[src/rtl/dmem_stream_pkg.sv]
// dmem_stream_pkg: shared FSM state type and constants for the
// data-memory result streamer and its address generator.
package dmem_stream_pkg;

   typedef enum logic [2:0] {
      IDLE,
      HDR0,
      HDR1,
      ISSUE,
      WAIT,
      HI,
      LO,
      FIN
   } state_t;

   localparam logic [7:0] HDR_SYNC           = 8'hA5;
   localparam int         ROW_STRIDE_DEFAULT = 64;

   function automatic bit is_pow2(input int v);
      return (v > 0) && ((v & (v - 1)) == 0);
   endfunction

endpackage

[src/rtl/dmem_matrix_addr_gen.sv]
// dmem_matrix_addr_gen: row/col walker over an n x n row-major matrix.
// Ports: clk, rst (async high); load latches base_in/dim_in and clears
// row/col; advance steps col (then row); addr = base + row*stride + col
// truncated to ADDR_W; dim_q is the latched dimension; last flags the
// final element [n-1][n-1].
module dmem_matrix_addr_gen
   import dmem_stream_pkg::*;
#(
   parameter int ADDR_W     = 12,
   parameter int DIM_W      = 7,
   parameter int ROW_STRIDE = ROW_STRIDE_DEFAULT
) (
   input  logic              clk,
   input  logic              rst,
   input  logic              load,
   input  logic [ADDR_W-1:0] base_in,
   input  logic [DIM_W-1:0]  dim_in,
   input  logic              advance,
   output logic [ADDR_W-1:0] addr,
   output logic [DIM_W-1:0]  dim_q,
   output logic              last
);

   logic [ADDR_W-1:0] base_q;
   logic [DIM_W-1:0]  row_q;
   logic [DIM_W-1:0]  col_q;
   logic [DIM_W-1:0]  dim_m1;
   logic [ADDR_W-1:0] row_off;

   assign dim_m1 = dim_q - DIM_W'(1);

   // Power-of-two strides reduce to a shift; anything else multiplies.
   generate
      if (is_pow2(ROW_STRIDE)) begin : g_shift
         assign row_off = ADDR_W'(row_q) << $clog2(ROW_STRIDE);
      end else begin : g_mul
         assign row_off = ADDR_W'(row_q) * ADDR_W'(ROW_STRIDE);
      end
   endgenerate

   // Sum wraps modulo 2^ADDR_W by construction.
   assign addr = base_q + row_off + ADDR_W'(col_q);
   assign last = (row_q == dim_m1) && (col_q == dim_m1);

   always_ff @(posedge clk or posedge rst) begin
      if (rst) begin
         base_q <= '0;
         dim_q  <= '0;
         row_q  <= '0;
         col_q  <= '0;
      end else if (load) begin
         base_q <= base_in;
         dim_q  <= dim_in;
         row_q  <= '0;
         col_q  <= '0;
      end else if (advance) begin
         if (col_q == dim_m1) begin
            col_q <= '0;
            row_q <= row_q + DIM_W'(1);
         end else begin
            col_q <= col_q + DIM_W'(1);
         end
      end
   end

endmodule

[src/rtl/dmem_result_streamer.sv]
// dmem_result_streamer: reads an n x n matrix of 12-bit words from the
// data memory and streams each as two bytes (high nibble first) over a
// valid/ready link. Optional macro DUMP_HEADER_EN prefixes A5,{0,dim}.
// Ports: clk, rst (async high), start/base_addr/dim (command),
// mem_addr/mem_write_en/mem_rdata (memory read port),
// tx_data/tx_valid/tx_ready (byte link), busy, done (1-cycle pulse).
module dmem_result_streamer
   import dmem_stream_pkg::*;
#(
   parameter int ADDR_W     = 12,
   parameter int DATA_W     = 12,
   parameter int ROW_STRIDE = ROW_STRIDE_DEFAULT,
   parameter int DIM_W      = 7,
   parameter int MEM_LAT    = 1
) (
   input  logic              clk,
   input  logic              rst,
   input  logic              start,
   input  logic [ADDR_W-1:0] base_addr,
   input  logic [DIM_W-1:0]  dim,
   output logic [ADDR_W-1:0] mem_addr,
   output logic              mem_write_en,
   input  logic [DATA_W-1:0] mem_rdata,
   output logic [7:0]        tx_data,
   output logic              tx_valid,
   input  logic              tx_ready,
   output logic              busy,
   output logic              done
);

   localparam int LAT_W = (MEM_LAT > 1) ? $clog2(MEM_LAT) : 1;

   state_t            state_q;
   state_t            state_d;
   logic              load;
   logic              advance;
   logic              last;
   logic [ADDR_W-1:0] addr;
   logic [DIM_W-1:0]  dim_q;
   logic [DATA_W-1:0] word_q;
   logic [LAT_W-1:0]  lat_cnt;
   logic              lat_last;
   logic              done_q;

   dmem_matrix_addr_gen #(
      .ADDR_W     (ADDR_W),
      .DIM_W      (DIM_W),
      .ROW_STRIDE (ROW_STRIDE)
   ) u_addr_gen (
      .clk     (clk),
      .rst     (rst),
      .load    (load),
      .base_in (base_addr),
      .dim_in  (dim),
      .advance (advance),
      .addr    (addr),
      .dim_q   (dim_q),
      .last    (last)
   );

   // Counters only move on LO acceptance, so the address is stable
   // from ISSUE through WAIT, HI and LO.
   assign mem_addr     = addr;
   assign mem_write_en = 1'b0;
   assign busy         = (state_q != IDLE) && (state_q != FIN);
   assign done         = done_q;
   assign lat_last     = (lat_cnt == LAT_W'(MEM_LAT - 1));

   always_comb begin
      state_d  = state_q;
      load     = 1'b0;
      advance  = 1'b0;
      tx_valid = 1'b0;
      tx_data  = 8'h00;
      unique case (state_q)
         IDLE: begin
            if (start) begin
               load = 1'b1;
               if (dim == '0) begin
                  state_d = FIN;
               end else begin
`ifdef DUMP_HEADER_EN
                  state_d = HDR0;
`else
                  state_d = ISSUE;
`endif
               end
            end
         end
`ifdef DUMP_HEADER_EN
         HDR0: begin
            tx_valid = 1'b1;
            tx_data  = HDR_SYNC;
            if (tx_ready) state_d = HDR1;
         end
         HDR1: begin
            tx_valid = 1'b1;
            tx_data  = 8'(dim_q);
            if (tx_ready) state_d = ISSUE;
         end
`endif
         ISSUE: state_d = WAIT;
         WAIT: begin
            if (lat_last) state_d = HI;
         end
         HI: begin
            tx_valid = 1'b1;
            tx_data  = 8'(word_q >> 8);
            if (tx_ready) state_d = LO;
         end
         LO: begin
            tx_valid = 1'b1;
            tx_data  = word_q[7:0];
            if (tx_ready) begin
               advance = 1'b1;
               state_d = last ? FIN : ISSUE;
            end
         end
         FIN:     state_d = IDLE;
         default: state_d = IDLE;
      endcase
   end

   always_ff @(posedge clk or posedge rst) begin
      if (rst) begin
         state_q <= IDLE;
         lat_cnt <= '0;
         word_q  <= '0;
         done_q  <= 1'b0;
      end else begin
         state_q <= state_d;
         done_q  <= (state_q == FIN);
         if (state_q == WAIT) begin
            if (lat_last) begin
               word_q  <= mem_rdata;
               lat_cnt <= '0;
            end else begin
               lat_cnt <= lat_cnt + LAT_W'(1);
            end
         end else begin
            lat_cnt <= '0;
         end
      end
   end

endmodule

[config.mk]
export PLATFORM = sky130hd
export DESIGN_NAME = dmem_result_streamer
export DESIGN_NICKNAME = d
export VERILOG_FILES = /design/src/rtl/dmem_stream_pkg.sv /design/src/rtl/dmem_matrix_addr_gen.sv /design/src/rtl/dmem_result_streamer.sv
export SDC_FILE = /design/constraint.sdc
export NUM_CORES = 1
export LEC_CHECK = 0
export ABC_AREA = 1
export CAP_MARGIN = 20
export CORE_MARGIN = 1
export CORE_UTILIZATION = 25
export DETAILED_ROUTE_END_ITERATION = 10
export SLEW_MARGIN = 30
export SYNTH_ARGS = -nofsm -noshare
export SYNTH_HDL_FRONTEND = slang
export SYNTH_SLANG_ARGS = --single-unit
[constraint.sdc]
create_clock -name clk -period 7 [get_ports clk]
set_input_delay 1.4 -clock clk [delete_from_list [all_inputs] [get_ports clk]]
set_output_delay 1.4 -clock clk [all_outputs]
set_load 0.1 [all_outputs]
==> impl_summary.log <==
[report] extracting results
[metrics] power share of the combinational group: 65.0%
[metrics] Root Buffer: sky130_fd_sc_hd__clkbuf_16
[metrics] clock sink count: 49
[metrics] flip-flop and latch count after synthesis: 49
[metrics] Min-Delay Path Depth: 2
[metrics] cell-by-cell listing of the critical path: fa_1, ha_1, nand2_1, o21ai_0, a21oi_1, o21ai_0, xor2_1, clkdlybuf4s50_1
[metrics] startpoint of the tightest hold check path: u_addr_gen.base_q[1]$_DFFE_PP0P_
[metrics] combinational power: 1.42 mW
[metrics] DIE WIDTH: 116.7 um
[metrics] global-route usage over all layers: 12.39%
[metrics] Min Clock Period, post-route: 5.009 ns
[metrics] register-to-register setup slack: 4.91 ns
[metrics] cell count along the critical path: 8
[metrics] quantity of I/O buffers inserted on ports: 57
[metrics] Diodes inserted: 0
[metrics] post-placement setup slack: 2.323 ns
[metrics] DR vias/cell: 4.489
[metrics] number of fill cells in the layout: 1,407
[metrics] total global routing overflow: 0
[metrics] Final Hold Slack: 0.4790 ns
[metrics] Worst Hold Path EP: u_addr_gen.base_q[1]$_DFFE_PP0P_
[metrics] Most common cell on crit path: sky130_fd_sc_hd__o21ai_0
[metrics] run status: finished, final reports clean
[metrics] Sw Share: 56.88%
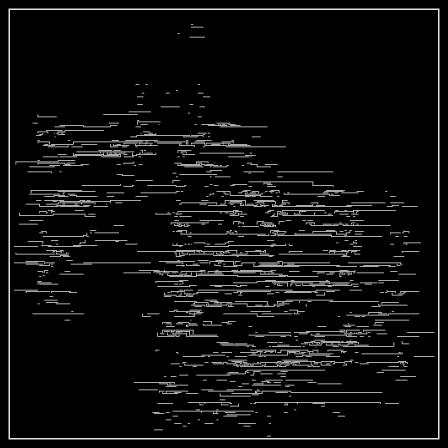
(images/m1.png)
- share of all routed wire: 46%
- main direction: horizontal
- wire length on this layer: 3,600 um
- nets with wire on the layer: 491
- longest straight run: 34.0 um

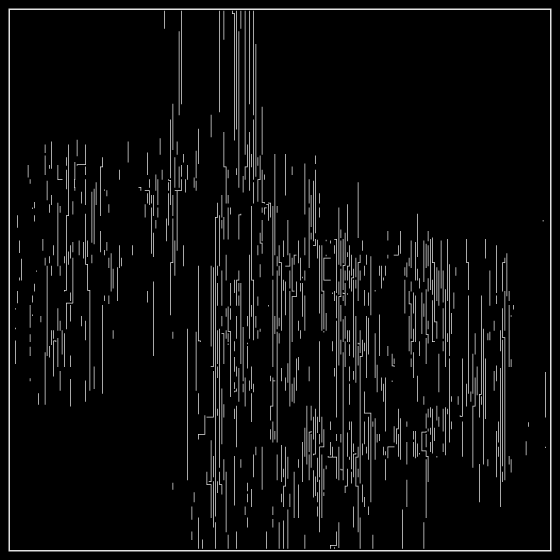
(images/m2.png)
- main direction: vertical
- wire length on this layer: 3,810 um
- nets with wire on the layer: 435

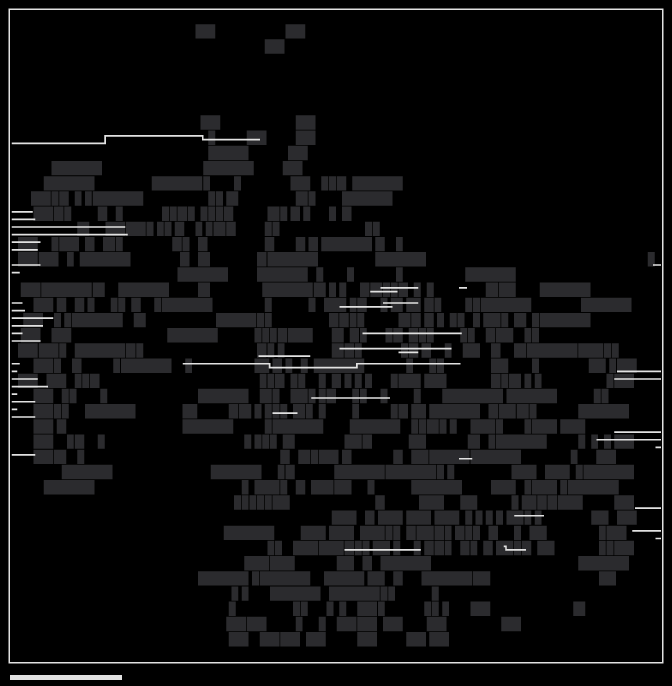
(images/m3.png)
The bar under the picture is 20 um long. Cells faint in the background.
- share of all routed wire: 4.8%
- wire length on this layer: 374 um
- nets with wire on the layer: 46
vias post-DR: 2,981
total wirelength of the detailed-routed design: 7852 um

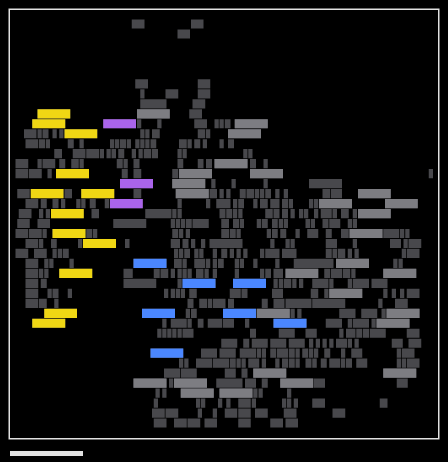
(images/ff_map.png)
The bar under the picture is 20 um long. Other sequential cells in the stronger gray, the rest of the logic in the fainter gray.
- purple: state_q (sequential cells 3)
- yellow: word_q (sequential cells 12)
- blue: u_addr_gen.col_q (sequential cells 7)
- not colored: 27
sequential group power: 0.481 mW
final cell utilization of the core: 33.08%

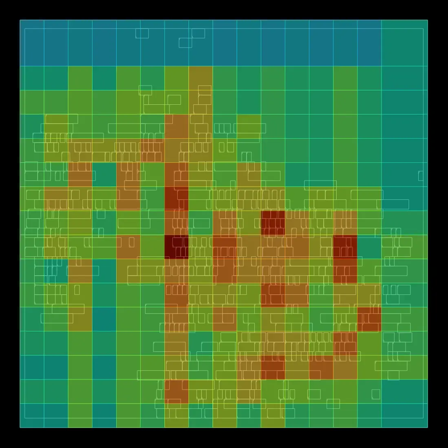
(images/congestion_map.png)
grt met3 use: 2.491%
M2 GR Usage: 21.70%
Most Crowded Layer GR: met2
met1 Usage GRT: 15.52%
average routed wire per standard cell: 11.83 um

No activity file was given, so power comes from the tool's default toggle rates.
